File: src/rtl/writeback_arbiter.sv
// Register-file write-port arbiter: the in-order pipeline writeback always
// wins; multi-cycle (mul/div) results bypass when the port is free or wait in
// a small circular FIFO. Exports a scoreboard of registers with results still
// outstanding.
module writeback_arbiter #(
  parameter int DATA_WIDTH  = 32,
  parameter int QUEUE_DEPTH = 2,
  parameter int REG_COUNT   = 32
) (
  input  logic                         clk,
  input  logic                         reset,
  input  logic                         RegWriteW,
  input  logic [$clog2(REG_COUNT)-1:0] RdW,
  input  logic [DATA_WIDTH-1:0]        ResultW,
  input  logic                         MDIssue,
  input  logic [$clog2(REG_COUNT)-1:0] MDIssueRd,
  input  logic                         MDValid,
  input  logic [$clog2(REG_COUNT)-1:0] MDRd,
  input  logic [DATA_WIDTH-1:0]        MDResult,
  output logic                         MDReady,
  output logic                         RegWriteOut,
  output logic [$clog2(REG_COUNT)-1:0] RdOut,
  output logic [DATA_WIDTH-1:0]        WDOut,
  output logic [REG_COUNT-1:0]         PendingMask,
  output logic                         WawErr
);
  localparam int RW = $clog2(REG_COUNT);
  localparam int PW = $clog2(QUEUE_DEPTH);
  localparam int CW = $clog2(QUEUE_DEPTH + 1);

  logic [RW-1:0]         q_rd   [QUEUE_DEPTH];
  logic [DATA_WIDTH-1:0] q_data [QUEUE_DEPTH];
  logic [PW-1:0]         rd_ptr, wr_ptr;
  logic [CW-1:0]         count;

  logic live, pop, push, bypass, md_write;
  logic [REG_COUNT-1:0] set_mask, clr_mask;

  // x0 writes never occupy the port
  assign live = RegWriteW && (RdW != '0);

  // Readiness comes from the registered count only, so a same-cycle pop never
  // opens a slot combinationally.
  assign MDReady = !reset && (count < CW'(QUEUE_DEPTH));

  // Port select: pipeline, then FIFO head, then MD bypass; all zero in reset
  always_comb begin
    RegWriteOut = 1'b0;
    RdOut       = '0;
    WDOut       = '0;
    pop         = 1'b0;
    bypass      = 1'b0;
    md_write    = 1'b0;
    if (!reset) begin
      if (live) begin
        RegWriteOut = 1'b1;
        RdOut       = RdW;
        WDOut       = ResultW;
      end else if (count != '0) begin
        RegWriteOut = 1'b1;
        RdOut       = q_rd[rd_ptr];
        WDOut       = q_data[rd_ptr];
        pop         = 1'b1;
        md_write    = 1'b1;
      end else if (MDValid && (MDRd != '0)) begin
        RegWriteOut = 1'b1;
        RdOut       = MDRd;
        WDOut       = MDResult;
        bypass      = 1'b1;
        md_write    = 1'b1;
      end
    end
  end

  // Accepted non-x0 results that did not bypass go to the tail; x0 results drop
  assign push = MDValid && MDReady && (MDRd != '0) && !bypass;

  // Diagnostic only: the hazard unit is expected to prevent this
  assign WawErr = !reset && live && PendingMask[RdW];

  // FIFO pointers and occupancy; power-of-two depth lets pointers wrap freely
  always_ff @(posedge clk or posedge reset) begin
    if (reset) begin
      rd_ptr <= '0;
      wr_ptr <= '0;
      count  <= '0;
    end else begin
      if (push) wr_ptr <= wr_ptr + PW'(1);
      if (pop)  rd_ptr <= rd_ptr + PW'(1);
      case ({push, pop})
        2'b10:   count <= count + CW'(1);
        2'b01:   count <= count - CW'(1);
        default: count <= count;
      endcase
    end
  end

  // FIFO storage; contents are meaningless once count says empty
  always_ff @(posedge clk) begin
    if (push) begin
      q_rd[wr_ptr]   <= MDRd;
      q_data[wr_ptr] <= MDResult;
    end
  end

  // Scoreboard set/clear masks; a set to the same register overrides a clear
  always_comb begin
    set_mask = '0;
    clr_mask = '0;
    if (MDIssue && (MDIssueRd != '0)) set_mask[MDIssueRd] = 1'b1;
    if (md_write)                     clr_mask[RdOut]     = 1'b1;
  end

  // Scoreboard register
  always_ff @(posedge clk or posedge reset) begin
    if (reset) PendingMask <= '0;
    else       PendingMask <= (PendingMask & ~clr_mask) | set_mask;
  end
endmodule

File: config.mk
export PLATFORM = sky130hd
export DESIGN_NAME = writeback_arbiter
export DESIGN_NICKNAME = d
export VERILOG_FILES = /design/src/rtl/writeback_arbiter.sv
export SDC_FILE = /design/constraint.sdc
export NUM_CORES = 1
export LEC_CHECK = 0
export ABC_AREA = 1
export CAP_MARGIN = 5
export CORE_ASPECT_RATIO = 1.5
export CORE_MARGIN = 2
export CORE_UTILIZATION = 27
export DETAILED_ROUTE_END_ITERATION = 10
export HOLD_SLACK_MARGIN = 0.05
export PLACE_DENSITY = 0.58
export SLEW_MARGIN = 20
export SYNTH_ARGS = -nofsm -noshare
export SYNTH_HDL_FRONTEND = slang
export SYNTH_SLANG_ARGS = --single-unit
File: constraint.sdc
create_clock -name clk -period 2.6 [get_ports clk]
set_input_delay 0.39 -clock clk [delete_from_list [all_inputs] [get_ports clk]]
set_output_delay 0.39 -clock clk [all_outputs]
set_load 0.03 [all_outputs]
Clock routing:
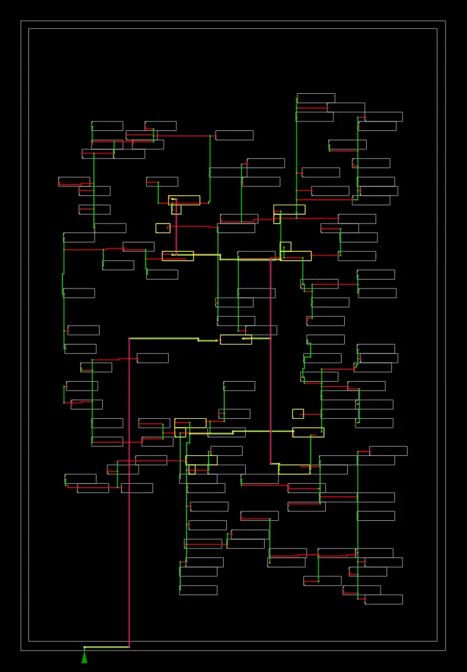
clock network power: 1.33 mW
CTS buffer count: 9

Signal wires on met4:
Drawn at 2 px/µm. Supply wires on this layer in gray.
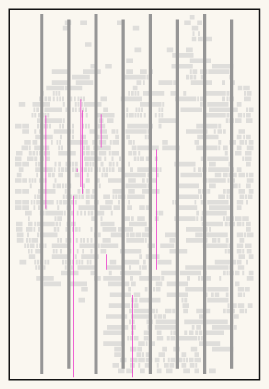
The wires run mostly vertical. The longest straight run is 90.4 µm.
Via Count: 5,303
final wirelength: 18,900 µm

==> reports/results.txt <==
crit path capture type: output port
YS chip area: 5870 µm²
Max-Cap Viols: 0
Seq area share: 38.0%
min-delay src: PendingMask[24]
# setup viols final: 0
P_comb: 3.09 mW
AO/OA Area Share: 14.2%
Top non-seq family: simple AND/OR/NAND/NOR gates
final hold viol count: 0
CP Max Fanout: 37
Wirelength per Cell: 17.0 µm
num rows: 66
synth warn: 0
Logic cell area: 2350 µm²
fin util: 38.3%
sequential power: 2.46 mW
Crit-path slowest cell: clkdlybuf4s50_1
Placer Congestion: 0.910
register area: 3120 µm²
EDFF count, synth: 74
drt first pass iters: 4
first-pass GRT wire length: 28,600 µm
clock share of power: 19.4%
Syn Nets: 749
DR vias/cell: 4.78
Root Buffer: clkbuf_16
LEAKAGE: 3.36 nW
Final WS setup: 145 ps
Clock-cell share: 3.41%
Post-Layout Cell Count: 1,109
most used cell, CP: o211ai_1
grt ovf: 0
Post-DRT Antenna Nets: 0
top cells by count: nand2_1 (150), nor2_1 (75), edfxtp_1 (74)
Post-Synth Simple-Gate Area: 24.6%
# Cells Yosys: 664
Max Used Layer: met5
post-route minimum period: 2450 ps
met1 Use GR: 18.1%
CTS tree: built
I/O Pins: 156
peak supply drop: 0.410 mV
CORE AREA: 21,500 µm²
kind of critical path: in -> out
multi-input gates: 451
Synth flops: 110
CTS clock-pin slew for the worst setup and hold paths: 70 ps
busiest grt layer: met2
largest net degree at the start of global routing: 39
met3 wire len: 971 µm
metal2 WL: 10,100 µm
XOR/XNOR Fraction of Synth Area: 0.597%
Non-clock buffer share: 22.5%
n_diodes: 0
H-Tree Level Count: 3
initial antenna violation count: 2
Crit. Startpoint: RdW[4]
largest area contributor in the netlist: edfxtp_1
Largest Pwr Group: combinational cells
CTS Buffer Depth: 2
Tot Pwr: 6.89 mW
Worst setup SP type: primary input
Hold Slack: 513 ps
Total Routing Usage GR: 15.9%
reg-to-reg startpoint: count[0]
nets@finish: 917
Pre-Place Util: 27.3%
share of layout cells above drive strength 1: 15.5%
pre-CTS setup slack: 90.1 ps
max frequency: 407 MHz
post-cts sizing count: 0
post-synthesis adder-cell area fraction: 0.213%
worst slew pin tran: 799 ps
Syn Inst Count: 664
Cell Chain, Critical Path: clkdlybuf4s50_1 > nor2_4 > nand3_4 > nand2_8 > buf_12 > o211ai_1 > o211ai_1 > inv_1 > buf_4
crit-path max cell delay: 500 ps
mux share: 0%
Critical Path AT: 2060 ps
# hold bufs at CTS: 0
drt drc: 0
vias in the first global route: 5,239
stage-log warning count: 27
RSZ-0062 raised after global routing: false
Iter 0 DRT Violations: 339
Taps Inserted: 272
Synth top cell by count: nand2_1
Netlist cell types: 32
result of the run: completed
count of non-CTS inverters in the layout: 70
setup bufs post-CTS: 0
post-layout instance area: 8220 µm²
clkbuf count: 9
Plain + repair buffers: 190
chip area: 22,900 µm²
Post-synth seq share: 53.2%
area grow syn2layout: 40.1%
fill count: 2,207
worst hold path class: reg -> reg
routing usage on met2: 29.7%
worst clock skew: 12.2 ps
register share of total power: 35.7%
placement-stage cell area: 7890 µm²
cycle use final: 94.4%
Post-Syn Area per Cell: 8.83 µm²
switching share of power: 41.7%
clk_lat worst skew: 350 ps
Synth top area share: 37.9%
Net Sw Power: 2.87 mW
commonest register cell after synthesis: edfxtp_1
Critical Path RT: 2210 ps
synthesized area: 5870 µm²
placed cell count: 1,091
Largest cells by area: edfxtp_1 (38%), dfrtp_1 (15%), nand2_1 (9.6%), o211ai_1 (9.3%), nor2_1 (4.8%)
largest class: sequential cells
TNS Setup: 0 ps
flop count: 110
Pin map:
Drawn at 2 px/µm. Pins as bars across the die edge, other pins in gray.
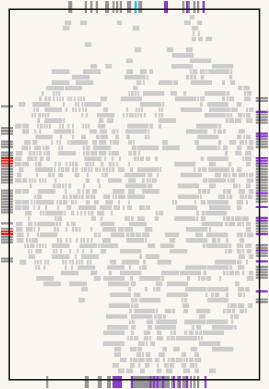
Key: cyan = MDValid [pins 1, direction input, edge north]; red = MDIssueRd [pins 5, direction input, edge west]; purple = MDResult [pins 32, direction input, edge 14 east, 14 south, 4 north]
# port buffers: 155
chip width: 124 µm
Die Ht: 185 µm

Met3 routing:
Drawn at 2 px/µm.
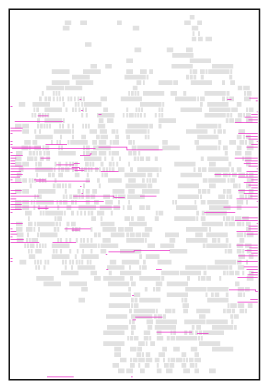
The layer holds 5.1% of the routed length. The wires run mostly horizontal. The layer carries 972 µm of wire.
GR Util met3: 2.96%

[worst min-delay path, stage by stage, from the launching register on]
cell and delay (ps):
dfrtp_1 380, nand2_1 60, nand2_1 40
[registers in the layout, indices dropped and copies added (netlist names)]
name / count
wr_ptr: 1
count: 2
q_data: 64
PendingMask: 32
rd_ptr: 1
q_rd: 10
[final timing paths]
path | cells past startpoint | slack [ps] | end
max in group asynchronous | 3 | 1700 | rd_ptr
worst min-delay path | 2 | 510 | PendingMask[24]
min in group asynchronous | 3 | 670 | count[1]
worst max-delay path | 9 | 150 | WDOut[31]
worst min register to register | 2 | 510 | PendingMask[24]
worst max register to register | 12 | 600 | PendingMask[22]
Power figures rest on the tool's default switching activity, not on a simulated workload.
